File: config.mk
export PLATFORM = sky130hd
export DESIGN_NAME = fbfly_packet_injector
export DESIGN_NICKNAME = d
export VERILOG_FILES = /design/src/rtl/fbfly_packet_injector_pkg.sv /design/src/rtl/fbfly_packet_injector_credit_ctr.sv /design/src/rtl/fbfly_packet_injector.sv
export SDC_FILE = /design/constraint.sdc
export NUM_CORES = 1
export LEC_CHECK = 0
export ABC_AREA = 1
export CAP_MARGIN = 30
export CORE_ASPECT_RATIO = 0.6
export CORE_UTILIZATION = 46
export CTS_BUF_LIST = sky130_fd_sc_hd__clkbuf_4 sky130_fd_sc_hd__clkbuf_8
export DETAILED_ROUTE_END_ITERATION = 6
export PLACE_DENSITY = 0.83
export SLEW_MARGIN = 20
export SYNTH_ARGS = -nofsm -noshare
export SYNTH_HDL_FRONTEND = slang
export SYNTH_SLANG_ARGS = --single-unit
File: constraint.sdc
create_clock -name clk -period 2.6 [get_ports clk]
set_input_delay 0.52 -clock clk [delete_from_list [all_inputs] [get_ports clk]]
set_output_delay 0.52 -clock clk [all_outputs]
set_load 0.02 [all_outputs]
File: src/rtl/fbfly_packet_injector_pkg.sv
// Shared definitions for the flattened-butterfly packet injector.
// Latency: n/a (types, constants and a helper function only).
// Backpressure: n/a.
package fbfly_packet_injector_pkg;

  localparam int NUM_VCS            = 2;
  localparam int VC_IDX_WIDTH       = 1;
  localparam int BUFFER_SIZE        = 8;
  localparam int FLIT_DATA_WIDTH    = 64;
  localparam int ROUTER_ADDR_WIDTH  = 4;
  localparam int MAX_PAYLOAD_LENGTH = 4;
  localparam int LEN_WIDTH          = 3;

  // Ceiling log2, used to size counters from their maximum value.
  function automatic int clogb(input int value);
    int r;
    for (r = 0; (1 << r) < value; r++) begin
    end
    return r;
  endfunction

  localparam int CREDIT_WIDTH = clogb(BUFFER_SIZE + 1);

  // Injection channel layout, MSB first: {valid, vc, head, tail, data}.
  localparam int CH_DATA_LSB  = 0;
  localparam int CH_TAIL_BIT  = FLIT_DATA_WIDTH;
  localparam int CH_HEAD_BIT  = FLIT_DATA_WIDTH + 1;
  localparam int CH_VC_LSB    = FLIT_DATA_WIDTH + 2;
  localparam int CH_VALID_BIT = CH_VC_LSB + VC_IDX_WIDTH;
  localparam int CH_WIDTH     = 3 + VC_IDX_WIDTH + FLIT_DATA_WIDTH;

  // Credit return layout, MSB first: {valid, vc}.
  localparam int FC_VC_LSB    = 0;
  localparam int FC_VALID_BIT = VC_IDX_WIDTH;
  localparam int FC_WIDTH     = 1 + VC_IDX_WIDTH;

  typedef enum logic [1:0] {
    ST_IDLE = 2'd0,
    ST_HEAD = 2'd1,
    ST_BODY = 2'd2
  } state_e;

endpackage

File: src/rtl/fbfly_packet_injector_credit_ctr.sv
// Per-VC downstream credit counter; starts full at BUFFER_SIZE.
// Latency: inc/dec visible on count_o the cycle after they are sampled.
// Backpressure: none; a return onto a full counter saturates and sets sticky error_o.
// Ports: clk, reset (async active-low), inc_i (credit returned), dec_i (flit sent),
//        count_o (credits available), error_o (overflow seen since reset).
module injector_credit_ctr
  import fbfly_packet_injector_pkg::*;
(
  input  logic                    clk,
  input  logic                    reset,
  input  logic                    inc_i,
  input  logic                    dec_i,
  output logic [CREDIT_WIDTH-1:0] count_o,
  output logic                    error_o
);

  logic [CREDIT_WIDTH-1:0] count_q, count_d;
  logic                    error_q, error_d;

  always_comb begin
    count_d = count_q;
    error_d = error_q;
    // A simultaneous send and return cancel out, so only the one-sided cases move the count.
    if (inc_i && !dec_i) begin
      if (count_q == CREDIT_WIDTH'(BUFFER_SIZE)) begin
        error_d = 1'b1;
      end else begin
        count_d = count_q + 1'b1;
      end
    end else if (dec_i && !inc_i) begin
      count_d = count_q - 1'b1;
    end
  end

  always_ff @(posedge clk or negedge reset) begin
    if (!reset) begin
      count_q <= CREDIT_WIDTH'(BUFFER_SIZE);
      error_q <= 1'b0;
    end else begin
      count_q <= count_d;
      error_q <= error_d;
    end
  end

  assign count_o = count_q;
  assign error_o = error_q;

endmodule

File: src/rtl/fbfly_packet_injector.sv
// Turns packet requests into head/body/tail flits on one flattened-butterfly injection channel.
// Latency: head flit registered one cycle after request acceptance; packet flits then back-to-back.
// Backpressure: req_ready only while idle; flits stall (valid=0) while the target VC has no credit.
// Ports: clk, reset (async active-low); req_valid/req_ready/req_dest/req_vc/req_length request
//        handshake; channel_out {valid,vc,head,tail,data}; flow_ctrl_in {valid,vc} credit return;
//        busy (packet in progress); error (sticky credit overflow on any VC).
module fbfly_packet_injector
  import fbfly_packet_injector_pkg::*;
(
  input  logic                         clk,
  input  logic                         reset,
  input  logic                         req_valid,
  output logic                         req_ready,
  input  logic [ROUTER_ADDR_WIDTH-1:0] req_dest,
  input  logic [VC_IDX_WIDTH-1:0]      req_vc,
  input  logic [LEN_WIDTH-1:0]         req_length,
  output logic [CH_WIDTH-1:0]          channel_out,
  input  logic [FC_WIDTH-1:0]          flow_ctrl_in,
  output logic                         busy,
  output logic                         error
);

  state_e                         state_q;
  logic [ROUTER_ADDR_WIDTH-1:0]   dest_q;
  logic [VC_IDX_WIDTH-1:0]        vc_q;
  logic [LEN_WIDTH-1:0]           len_q;
  logic [LEN_WIDTH-1:0]           idx_q;
  logic [CH_WIDTH-1:0]            channel_q;
  logic                           ready_q;
  logic                           busy_q;

  logic [CREDIT_WIDTH-1:0]        credit [NUM_VCS];
  logic [NUM_VCS-1:0]             vc_err;
  logic [NUM_VCS-1:0]             inc;
  logic [NUM_VCS-1:0]             dec;
  logic                           send;

  function automatic logic [CH_WIDTH-1:0] mk_flit(input logic [VC_IDX_WIDTH-1:0]    vc,
                                                  input logic                       head,
                                                  input logic                       tail,
                                                  input logic [FLIT_DATA_WIDTH-1:0] data);
    return {1'b1, vc, head, tail, data};
  endfunction

  // A flit leaves whenever a packet is in flight and its VC holds at least one credit.
  assign send = ((state_q == ST_HEAD) || (state_q == ST_BODY)) && (credit[vc_q] != '0);

  for (genvar v = 0; v < NUM_VCS; v++) begin : g_vc
    assign inc[v] = flow_ctrl_in[FC_VALID_BIT] &&
                    (flow_ctrl_in[FC_VC_LSB +: VC_IDX_WIDTH] == VC_IDX_WIDTH'(v));
    assign dec[v] = send && (vc_q == VC_IDX_WIDTH'(v));

    injector_credit_ctr u_ctr (
      .clk     (clk),
      .reset   (reset),
      .inc_i   (inc[v]),
      .dec_i   (dec[v]),
      .count_o (credit[v]),
      .error_o (vc_err[v])
    );
  end

  always_ff @(posedge clk or negedge reset) begin
    if (!reset) begin
      state_q   <= ST_IDLE;
      dest_q    <= '0;
      vc_q      <= '0;
      len_q     <= '0;
      idx_q     <= '0;
      channel_q <= '0;
      ready_q   <= 1'b0;
      busy_q    <= 1'b0;
    end else begin
      channel_q <= '0;
      case (state_q)
        ST_IDLE: begin
          ready_q <= 1'b1;
          busy_q  <= 1'b0;
          if (req_valid && ready_q) begin
            dest_q  <= req_dest;
            vc_q    <= req_vc;
            len_q   <= req_length;
            idx_q   <= '0;
            state_q <= ST_HEAD;
            ready_q <= 1'b0;
            busy_q  <= 1'b1;
          end
        end
        ST_HEAD: begin
          if (send) begin
            channel_q <= mk_flit(vc_q, 1'b1, (len_q == '0),
                                 FLIT_DATA_WIDTH'({len_q, dest_q}));
            idx_q     <= LEN_WIDTH'(1);
            if (len_q == '0) begin
              state_q <= ST_IDLE;
              ready_q <= 1'b1;
              busy_q  <= 1'b0;
            end else begin
              state_q <= ST_BODY;
            end
          end
        end
        ST_BODY: begin
          if (send) begin
            channel_q <= mk_flit(vc_q, 1'b0, (idx_q == len_q), FLIT_DATA_WIDTH'(idx_q));
            idx_q     <= idx_q + 1'b1;
            // Ready rises with the tail so the following cycle is the mandatory idle gap.
            if (idx_q == len_q) begin
              state_q <= ST_IDLE;
              ready_q <= 1'b1;
              busy_q  <= 1'b0;
            end
          end
        end
        default: begin
          state_q <= ST_IDLE;
        end
      endcase
    end
  end

  assign channel_out = channel_q;
  assign req_ready   = ready_q;
  assign busy        = busy_q;
  assign error       = |vc_err;

endmodule

==> summary.rpt, run 1 <==
========================================================================================================
Status                                                                                      finished clean
Clock tree cell share of total cell area                                                           3.74%
Vias per cell                                                                                       4.34
Filler instances                                                                                     437
Power, Total                                                                                   0.00283 W
Worst setup slack after placement                                                                 168 ps
Commonest flop                                                                              sky130_fd_sc_hd__dfrtp_1
Count of warnings emitted by yosys                                                                     0
Number of detailed-route iterations in the first pass                                                  4
I/O Buffers                                                                                           26
Layout Nets                                                                                          311
Signed area change from the synthesized netlist to the final layout                                10.3%
FF+latch count, synth                                                                                 36
Combinational fraction of design power                                                             51.5%
DR WL/cell                                                                                       10.8 um
Clock buffers created by TritonCTS                                                                     5
Area after detailed placement                                                                   2370 um2
Period Utilization, post-route                                                                     90.4%
Fraction of area in multi-input gates                                                              41.4%
Fraction of final layout cells with drive strength greater than 1                                  12.2%
Top cells by area in the synthesized netlist                                                sky130_fd_sc_hd__dfrtp_1, sky130_fd_sc_hd__buf_4, sky130_fd_sc_hd__nand2_1, sky130_fd_sc_hd__ha_1, sky130_fd_sc_hd__inv_1
Crit path time final                                                                             2350 ps
Post-CTS clock slew at the launch and capture registers of the worst setup and hold paths          70 ps
Post-route insts no fill                                                                             351
Total die size                                                                                  5170 um2
Cells after Synth                                                                                    254
Final tally of hold violations                                                                         0
Largest clock skew in the final design                                                           6.34 ps
Number of cells on the worst reg-to-reg path                                                          14
Clk sinks                                                                                             36
Type of the setup path with the least slack                                                 flop to flop
Crit path top cell by count                                                                 sky130_fd_sc_hd__nand2_1
Worst supply voltage drop on vdd                                                                0.491 mV
Reg-to-Reg Start                                                                              state_q[0]
Overall routed net length                                                                        3810 um
Setup TNS Final                                                                                     0 ps
Pin count of the biggest net entering global routing                                                  37
Top cell type's share of synthesized area                                                          37.9%
Total of endpoints with negative setup slack in the final report                                       0
HP Class                                                                                    flop to flop
Die Span Y                                                                                       56.1 um
Pre-Place Util                                                                                     48.4%
Sum of net half-perimeters after detailed placement                                              2990 um
Vias in the first global route                                                                      1343
Logic cell area                                                                                 1020 um2
Total vias in the final route                                                                       1525
Start point of the worst min-delay path                                                     g_vc[0].u_ctr.error_o
Initial antenna violation count                                                                        0
Terminating pin of the worst hold path                                                      g_vc[0].u_ctr.error_o
Leakage dissipation                                                                              1.29 nW
Setup slack of the critical path after layout                                                     251 ps
DRC viols                                                                                              0
Slowest library cell on the worst path                                                      sky130_fd_sc_hd__dfrtp_1
Post-Syn Area per Cell                                                                          8.83 um2
Required time of the worst setup path                                                            2830 ps
Most common cell in the synthesized netlist                                                 sky130_fd_sc_hd__buf_4
Cell area after synthesis                                                                       2240 um2
Tap Count                                                                                             63
Cell area power density                                                                      1150 nW/um2
Share of synthesized registers carrying an async set or reset                                       100%
Cell class with the largest area share                                                      multi-input combinational cells
CP arrival                                                                                       2580 ps
Multi-input combinational cell count                                                                 190
Kind of start point of the critical path                                                            flop
Placer Congestion                                                                                  0.862
Final global-route overflow total                                                                      0
Chip area in the Yosys report                                                                   2240 um2
Setup repair after global routing missed its margin                                                false
Total global-route track usage                                                                     16.1%
Top post-synthesis cells by count                                                           sky130_fd_sc_hd__buf_4, sky130_fd_sc_hd__nand2_1, sky130_fd_sc_hd__dfrtp_1, sky130_fd_sc_hd__inv_1, sky130_fd_sc_hd__nor2_1
Placed Instances                                                                                     343
Cell type with the largest total area                                                       sky130_fd_sc_hd__dfrtp_1
Endpoint of the lowest-slack register-to-register path                                      g_vc[0].u_ctr.count_o[3]
Non-Clock Buffer Count                                                                                28
========================================================================================================
run 1: routing by layer:
metal | up-vias | track usage [%] | part of all wire [%]
met2 | 55 | 20.4 | 41
li1 | 754 | - | -
met5 | - | 0 | 0
met1 | 709 | 24.9 | 50
met3 | 7 | 5.33 | 7.1
met4 | 0 | 5.80 | 1.3
run 1: state kept, by name, indices dropped and copies added, names as in the netlist:
name	cells
req_ready	1
vc_q	1
g_vc.u_ctr.count_o	8
state_q	2
channel_out	11
busy	1
len_q	3
dest_q	4
g_vc.u_ctr.error_o	2
idx_q	3
run 1: layout by cell type (no fill, tap or decap):
master	count
sky130_fd_sc_hd__conb_1	57
sky130_fd_sc_hd__nand2_1	34
sky130_fd_sc_hd__dfrtp_1	34
sky130_fd_sc_hd__clkdlybuf4s50_1	26
sky130_fd_sc_hd__inv_1	22
sky130_fd_sc_hd__nor2_1	18
sky130_fd_sc_hd__nand3_1	14
sky130_fd_sc_hd__o21ai_1	10
sky130_fd_sc_hd__a21oi_1	9
sky130_fd_sc_hd__ha_1	8
sky130_fd_sc_hd__nand2_2	6
sky130_fd_sc_hd__clkbuf_8	6
sky130_fd_sc_hd__nand3_2	5
sky130_fd_sc_hd__xor2_1	5
sky130_fd_sc_hd__inv_2	4
sky130_fd_sc_hd__nand4_1	3
sky130_fd_sc_hd__xnor2_1	3
sky130_fd_sc_hd__mux2_2	3
sky130_fd_sc_hd__nor2_2	2
sky130_fd_sc_hd__o21ai_0	2
sky130_fd_sc_hd__nand3b_1	2
sky130_fd_sc_hd__a21o_1	2
sky130_fd_sc_hd__fa_1	2
sky130_fd_sc_hd__clkinv_2	2
sky130_fd_sc_hd__dfstp_2	2
sky130_fd_sc_hd__buf_4	2
sky130_fd_sc_hd__nor2_4	1
sky130_fd_sc_hd__nor3_1	1
sky130_fd_sc_hd__o21ai_2	1
sky130_fd_sc_hd__o211ai_1	1
sky130_fd_sc_hd__ha_2	1
run 1: worst max-delay path by stage:
stage / startpoint / to / cells after the start
after floorplan: state_q[0] / g_vc[0].u_ctr.count_o[3] / 14
after global placement: flow_ctrl_in[0] / g_vc[1].u_ctr.count_o[3] / 12
after detailed placement: flow_ctrl_in[0] / g_vc[1].u_ctr.count_o[3] / 12
after CTS: state_q[0] / g_vc[0].u_ctr.count_o[3] / 14
after global routing: state_q[0] / g_vc[0].u_ctr.count_o[3] / 14
final: state_q[0] / g_vc[0].u_ctr.count_o[3] / 14
run 1: logic make-up after synthesis:
logic type                 after synthesis  share of synthesized area (%)
and+or+nand+nor                         86                           18.4
buffers and inverters                   84                           23.6
DFF                                     36                           40.3
AOI/OAI and AO/OA                       25                           6.08
adders and majority gates               11                           6.81
xor gates and xnor gates                 8                           3.13
muxes                                    3                           1.51
other                                    1                          0.167
run 1: power groups by stage:
stage	Clock (W)	Sequential (W)	Combinational (W)
after floorplan	0	0.00100	0.00109
after global placement	0	0.000966	0.00139
after detailed placement	0	0.000972	0.00144
after CTS	0.000420	0.000965	0.00145
after global routing	0.000451	0.000993	0.00165
final	0.000410	0.000965	0.00146
run 1: what timing repair did:
item                                    CTS  global route
endpoints found under the setup margin    0             2
gates resized                             0             2
hold buffers                              0             0
**Run 1: gate families picked out**

(6 px per um)
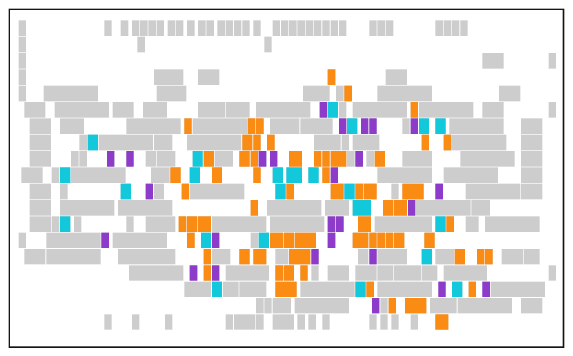
- inverting AOI/OAI gates: cyan (cells 23)
- NAND gates: orange (cells 64)
- inverters: purple (cells 26)

**Run 1: cell sizes after repair**

(6 px per um)
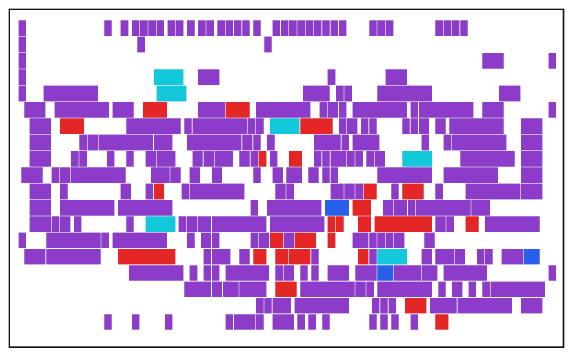
- _6 and larger: cyan (cells 6; share 2.1%)
- _2 cells: red (cells 26; share 9.0%)
- _0 and _1 cells: purple (cells 253; share 88%)
- _3 and _4 cells: blue (cells 3; share 1.0%)

**Run 1: placed cells, one colour a class**

(6 px per um) Fill, decap, tap and diode cells in grey.
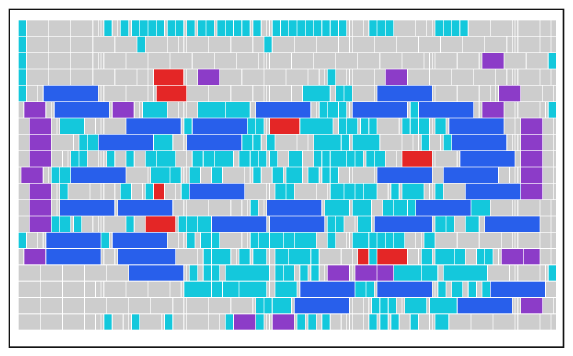
- clock drivers and dummy loads: red (cells 8; share of their area 3.9%)
- flops: blue (cells 36; share of their area 38%)
- other buffers and delay cells: purple (cells 28; share of their area 12%)
- combinational and other logic: cyan (cells 216; share of their area 47%)
sequential share of cell area: 36.5%
number of standard-cell rows in the floorplan: 19
final core utilization: 53.3%
cell area after layout: 2470 um2
placeable core region: 4640 um2

**Run 1: M3 wires**

(6 px per um)
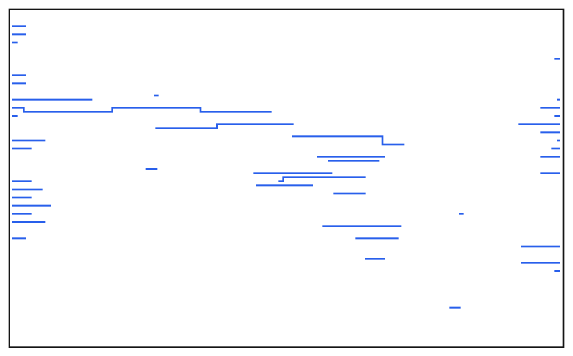

## Run 2: what changed since run 1
CELL_PAD_IN_SITES_DETAIL_PLACEMENT = 1   (was default)
CELL_PAD_IN_SITES_GLOBAL_PLACEMENT = 2   (was default)
CORE_UTILIZATION = 26   (was 46)
PLACE_DENSITY = default   (was 0.83)
PLACE_DENSITY_LB_ADDON = 0.1   (was default)
**Run 2: M3 wires**

(4 px per um)
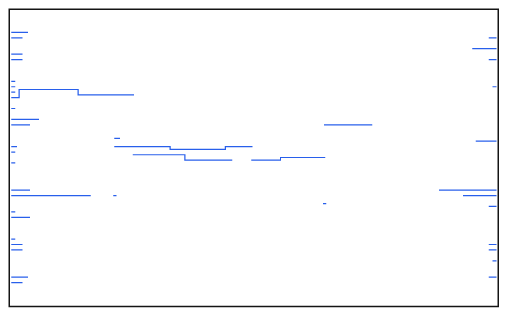
- main direction: horizontal
- share of all routed wire: 5.1%
- wire length on this layer: 241 um
- longest straight run: 19.6 um
total vias in the final route: 1534
GRT met3 Usage: 4.52%
overall routed net length: 4760 um

**Run 2: cell sizes after repair**

(4 px per um)
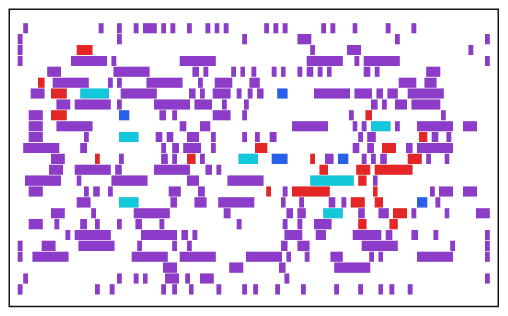
- _2 cells: red (cells 24; share 8.3%)
- _0 and _1 cells: purple (cells 254; share 88%)
- _6 and larger: cyan (cells 7; share 2.4%)
- _3 and _4 cells: blue (cells 5; share 1.7%)

==> summary.rpt, run 2 <==
========================================================================================================
Worst supply voltage drop on vdd                                                                0.271 mV   -45%
Setup TNS Final                                                                                     0 ps   unchanged
I/O Buffers                                                                                           26   unchanged
Cell type with the largest total area                                                       sky130_fd_sc_hd__dfrtp_1
Post-CTS clock slew at the launch and capture registers of the worst setup and hold paths          70 ps   about the same
Share of synthesized registers carrying an async set or reset                                       100%   unchanged
Top cells by area in the synthesized netlist                                                sky130_fd_sc_hd__dfrtp_1, sky130_fd_sc_hd__buf_4, sky130_fd_sc_hd__nand2_1, sky130_fd_sc_hd__ha_1, sky130_fd_sc_hd__inv_1
Crit path top cell by count                                                                 sky130_fd_sc_hd__nand2_1
Cells after Synth                                                                                    254   unchanged
Pin count of the biggest net entering global routing                                                  37   unchanged
Most frequent logic cell in the layout                                                      sky130_fd_sc_hd__conb_1
Cell area power density                                                                      1170 nW/um2   +1.9%
Total of endpoints with negative setup slack in the final report                                       0   unchanged
Clk sinks                                                                                             36   unchanged
Count of warnings emitted by yosys                                                                     0   unchanged
Cell area after synthesis                                                                       2240 um2   unchanged
HP Class                                                                                    primary input to async pin
Total die size                                                                                  9010 um2   +74%
Placer Congestion                                                                                  0.801   -7.0%
Chip area in the Yosys report                                                                   2240 um2   unchanged
Most common cell in the synthesized netlist                                                 sky130_fd_sc_hd__buf_4
Post-Syn Area per Cell                                                                          8.83 um2   unchanged
Required time of the worst setup path                                                            2830 ps   about the same
Layout Nets                                                                                          313   +0.64%
Leakage dissipation                                                                              1.31 nW   +1.8%
Number of detailed-route iterations in the first pass                                                  4   unchanged
Final global-route overflow total                                                                      0   unchanged
Total global-route track usage                                                                     11.9%   -4.2 points
Most instantiated logic cells after routing                                                 sky130_fd_sc_hd__conb_1, sky130_fd_sc_hd__nand2_1, sky130_fd_sc_hd__dfrtp_1
Setup repair after global routing missed its margin                                                false
Final tally of hold violations                                                                         0   unchanged
Fraction of final layout cells with drive strength greater than 1                                  12.4%   +0.26 points
Die Span Y                                                                                       73.9 um   +32%
DR WL/cell                                                                                       12.0 um   +10%
Largest clock skew in the final design                                                           2.94 ps   -3.41 ps
Type of the setup path with the least slack                                                 flop to flop
FF+latch count, synth                                                                                 36   unchanged
Top cell type's share of synthesized area                                                          37.9%   unchanged
Sum of net half-perimeters after detailed placement                                              3620 um   +21%
Crit path time final                                                                             2340 ps   -6.46 ps
Status                                                                                      finished clean
Vias per cell                                                                                       3.85   -11%
Period Utilization, post-route                                                                     90.1%   -0.25 points
Area after detailed placement                                                                   2430 um2   +2.5%
CP arrival                                                                                       2570 ps   about the same
Flip-flop count of the largest register after layout                                                  11   unchanged
DRC viols                                                                                              0   unchanged
Signed area change from the synthesized netlist to the final layout                                14.4%
========================================================================================================
**Run 2: placed cells, one colour a class**

(4 px per um) Fill, decap, tap and diode cells in grey.
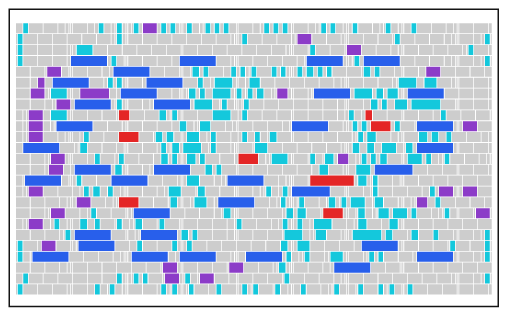
- combinational and other logic: cyan (cells 216; share of their area 46%)
- clock drivers and dummy loads: red (cells 8; share of their area 4.6%)
- flops: blue (cells 36; share of their area 37%)
- other buffers and delay cells: purple (cells 30; share of their area 12%)

-- run 2: report_power, final --
group / internal [W] / switching, W / leakage, nW
logic: 0.000575 / 0.000951 / 0.811
registers: 0.000787 / 0.000174 / 0.441
clock network: 0.000295 / 0.000215 / 0.0586
total: 0.00166 / 0.00134 / 1.31
-- run 2: kinds of logic after synthesis --
| kind of cell | synth area share (%) |
|---|---|
| and+or+nand+nor | 18.4 |
| other | 0.167 |
| adders and majority gates | 6.81 |
| DFF | 40.3 |
| buffers and inverters | 23.6 |
| xor gates and xnor gates | 3.13 |
| muxes | 1.51 |
| AOI/OAI and AO/OA | 6.08 |
-- run 2: final timing paths --
| kind | startpoint | to | depth (start not counted) | slack [ps] |
|---|---|---|---|---|
| min in group clk | g_vc[0].u_ctr.error_o | g_vc[0].u_ctr.error_o | 2 | 470 |
| max reg2reg | state_q[0] | g_vc[0].u_ctr.count_o[3] | 14 | 260 |
| min | reset | dest_q[1] | 1 | 110 |
| min reg2reg | g_vc[0].u_ctr.error_o | g_vc[0].u_ctr.error_o | 2 | 470 |
| max in group asynchronous | reset | g_vc[1].u_ctr.count_o[3] | 2 | 1970 |
| max | state_q[0] | g_vc[0].u_ctr.count_o[3] | 14 | 260 |
-- run 2: layer usage --
layer  share of wire [%]  up-vias  GRT usage (%)
li1                    -      759              -
met1                  56      726           17.9
met2                  38       41           15.5
met3                 5.0        8           4.52
met4                 1.0        0           3.29
met5                   0        -              0
-- run 2: metrics by stage --
stage / utilization (%) / cells / setup WS, ps / hold WS, ps / power (W)
floorplan: - / 310 / 496 / 224 / 0.00209
global placement: 30.0 / 389 / 125 / 453 / 0.00251
detailed placement: 30.0 / 389 / 124 / 463 / 0.00252
CTS: 31.4 / 397 / 192 / 374 / 0.00305
global route: 31.7 / 398 / 0.622 / 110 / 0.00330
finish: 31.7 / 398 / 257 / 113 / 0.00300
-- run 2: cell type report --
class	count	area, um2
sequential	36	903
clock buffer	6	76.3
clock inverter	2	35.0
fill	975	5540
tap	108	135
inverter	26	97.6
timing repair buffer	30	298
multi-input combinational	190	1020
**Run 2: congestion heat map**

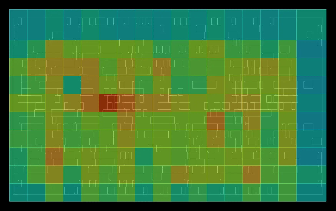

## Run 3: what changed since run 2
CAP_MARGIN = 20   (was 30)
**Run 3: congestion heat map**

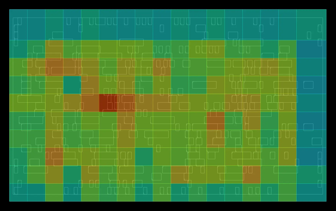
fraction of met2 tracks used by global routing: 15.5%
DR WL/cell: 11.9 um

**Run 3: cell sizes after repair**

(4 px per um)
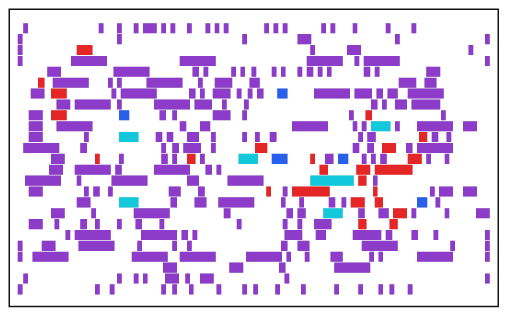
- _6 and larger: cyan (cells 6; share 2.1%)
- _0 and _1 cells: purple (cells 254; share 88%)
- _2 cells: red (cells 24; share 8.3%)
- _3 and _4 cells: blue (cells 5; share 1.7%)
setup slack of the critical path after layout: 256 ps
cell area after layout: 2540 um2

**Run 3: gate families picked out**

(4 px per um)
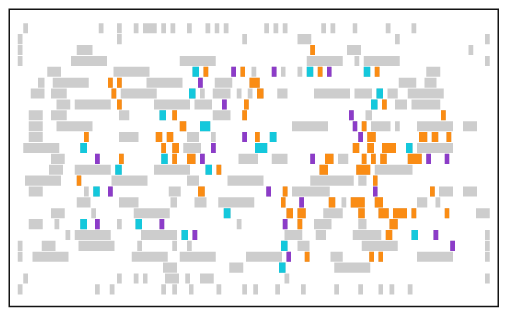
- NAND gates: orange (cells 64)
- inverters: purple (cells 26)
- inverting AOI/OAI gates: cyan (cells 23)

==> summary.rpt, run 3 <==
========================================================================================================
Post-CTS clock slew at the launch and capture registers of the worst setup and hold paths          70 ps   about the same
Flip-flop count of the largest register after layout                                                  11   unchanged
Net load switching power                                                                       0.00134 W   about the same
Cells after Synth                                                                                    254   unchanged
Most frequent logic cell in the layout                                                      sky130_fd_sc_hd__conb_1
Sequential Power Share                                                                             32.1%   about the same
Layout Nets                                                                                          312   -0.32%
Crit path time final                                                                             2340 ps   +0.754 ps
Post-route insts no fill                                                                             397   -0.25%
Share of synthesized registers carrying an async set or reset                                       100%   unchanged
Worst supply voltage drop on vdd                                                                0.271 mV   about the same
CP arrival                                                                                       2580 ps   about the same
Type of the setup path with the least slack                                                 flop to flop
Post-Syn Area per Cell                                                                          8.83 um2   unchanged
Pin count of the biggest net entering global routing                                                  37   unchanged
Die Span Y                                                                                       73.9 um   unchanged
GRT met3 Usage                                                                                     4.52%   unchanged
Sum of net half-perimeters after detailed placement                                              3620 um   unchanged
Status                                                                                      finished clean
Largest clock skew in the final design                                                           3.75 ps   +0.815 ps
Total internal power                                                                           0.00165 W   -0.19%
Fraction of final layout cells with drive strength greater than 1                                  12.1%   -0.30 points
Top cell type's share of synthesized area                                                          37.9%   unchanged
Top cells by area in the synthesized netlist                                                sky130_fd_sc_hd__dfrtp_1, sky130_fd_sc_hd__buf_4, sky130_fd_sc_hd__nand2_1, sky130_fd_sc_hd__ha_1, sky130_fd_sc_hd__inv_1
Total die size                                                                                  9010 um2   unchanged
Setup TNS Final                                                                                     0 ps   unchanged
Total global-route track usage                                                                     11.9%   unchanged
Leakage dissipation                                                                              1.30 nW   -0.72%
FF+latch count, synth                                                                                 36   unchanged
Total of endpoints with negative setup slack in the final report                                       0   unchanged
Overall routed net length                                                                        4720 um   -0.92%
Most common cell in the synthesized netlist                                                 sky130_fd_sc_hd__buf_4
Total vias in the final route                                                                       1532   -0.13%
HP Class                                                                                    primary input to async pin
Period Utilization, post-route                                                                     90.1%   about the same
Chip area in the Yosys report                                                                   2240 um2   unchanged
Setup repair after global routing missed its margin                                                false
Most utilized layer in the global route result                                                      met1
Required time of the worst setup path                                                            2830 ps   about the same
Vias per cell                                                                                       3.86   +0.12%
DRC viols                                                                                              0   unchanged
========================================================================================================
## run 3: critical path, stage by stage (launching register included)
cell and delay [ps]:
sky130_fd_sc_hd__dfrtp_1 400, sky130_fd_sc_hd__inv_1 80, sky130_fd_sc_hd__ha_1 360, sky130_fd_sc_hd__nand2_2 160, sky130_fd_sc_hd__inv_2 50, sky130_fd_sc_hd__nand2_2 80, sky130_fd_sc_hd__nand2_1 140, sky130_fd_sc_hd__ha_1 310
sky130_fd_sc_hd__a21o_1 180, sky130_fd_sc_hd__a21oi_1 190, sky130_fd_sc_hd__inv_1 60, sky130_fd_sc_hd__nand2_1 80, sky130_fd_sc_hd__nand3_1 80, sky130_fd_sc_hd__nand2_1 60, sky130_fd_sc_hd__nand2_1 50
## run 3: cells by family (layout without fill, tap and decap cells)
logic type	Yosys count	in the layout	share of synthesized area (%)
muxes	3	3	1.51
buffers and inverters	84	63	23.6
xor gates and xnor gates	8	8	3.13
AOI/OAI and AO/OA	25	25	6.08
adders and majority gates	11	11	6.81
other	1	57	0.167
and+or+nand+nor	86	86	18.4
DFF	36	36	40.3
## run 3: power by group through the flow
stage	Clock [W]	Combinational, W	Sequential (W)
6_report	0.000510	0.00152	0.000961
5_1_grt	0.000558	0.00174	0.000998
4_1_cts	0.000532	0.00155	0.000966
3_5_place_dp	0	0.00154	0.000972
3_3_place_gp	0	0.00153	0.000977
2_1_floorplan	0	0.00109	0.00100
## run 3: area by class of cell
type / count / area, um2
Fill cell: 976 / 5560
Multi-Input combinational cell: 190 / 1020
Sequential cell: 36 / 903
Timing Repair Buffer: 29 / 278
Tap cell: 108 / 135
Inverter: 26 / 97.6
Clock buffer: 6 / 76.3
Clock inverter: 2 / 35.0
## run 3: per-layer routing
layer  vias up  wire (um)
met4         0         48
li1        758          -
met5         -          0
met1       725       2670
met2        41       1760
met3         8        240
## run 3: through the flow
stage / setup slack [ps] / hold slack, ps / util (%) / total power (W) / instance area, um2
final: 256 / 322 / 31.4 / 0.00299 / 2540
after global routing: 0.622 / 398 / 31.4 / 0.00330 / 2540
after CTS: 192 / 374 / 31.4 / 0.00305 / 2540
after detailed placement: 124 / 463 / 30.0 / 0.00252 / 2430
after global placement: 125 / 453 / 30.0 / 0.00251 / 2430
after floorplan: 496 / 224 / - / 0.00209 / 2450
## run 3: worst paths after layout
path / start / endpoint / slack (ps) / cells after the start
max reg2reg: state_q[0] / g_vc[0].u_ctr.count_o[3] / 260 / 14
min in group clk: g_vc[0].u_ctr.error_o / g_vc[0].u_ctr.error_o / 470 / 2
min: reset / dest_q[1] / 320 / 1
max: state_q[0] / g_vc[0].u_ctr.count_o[3] / 260 / 14
max in group asynchronous: reset / g_vc[1].u_ctr.error_o / 1740 / 1
min reg2reg: g_vc[0].u_ctr.error_o / g_vc[0].u_ctr.error_o / 470 / 2
Power and IR drop assume default switching activity.
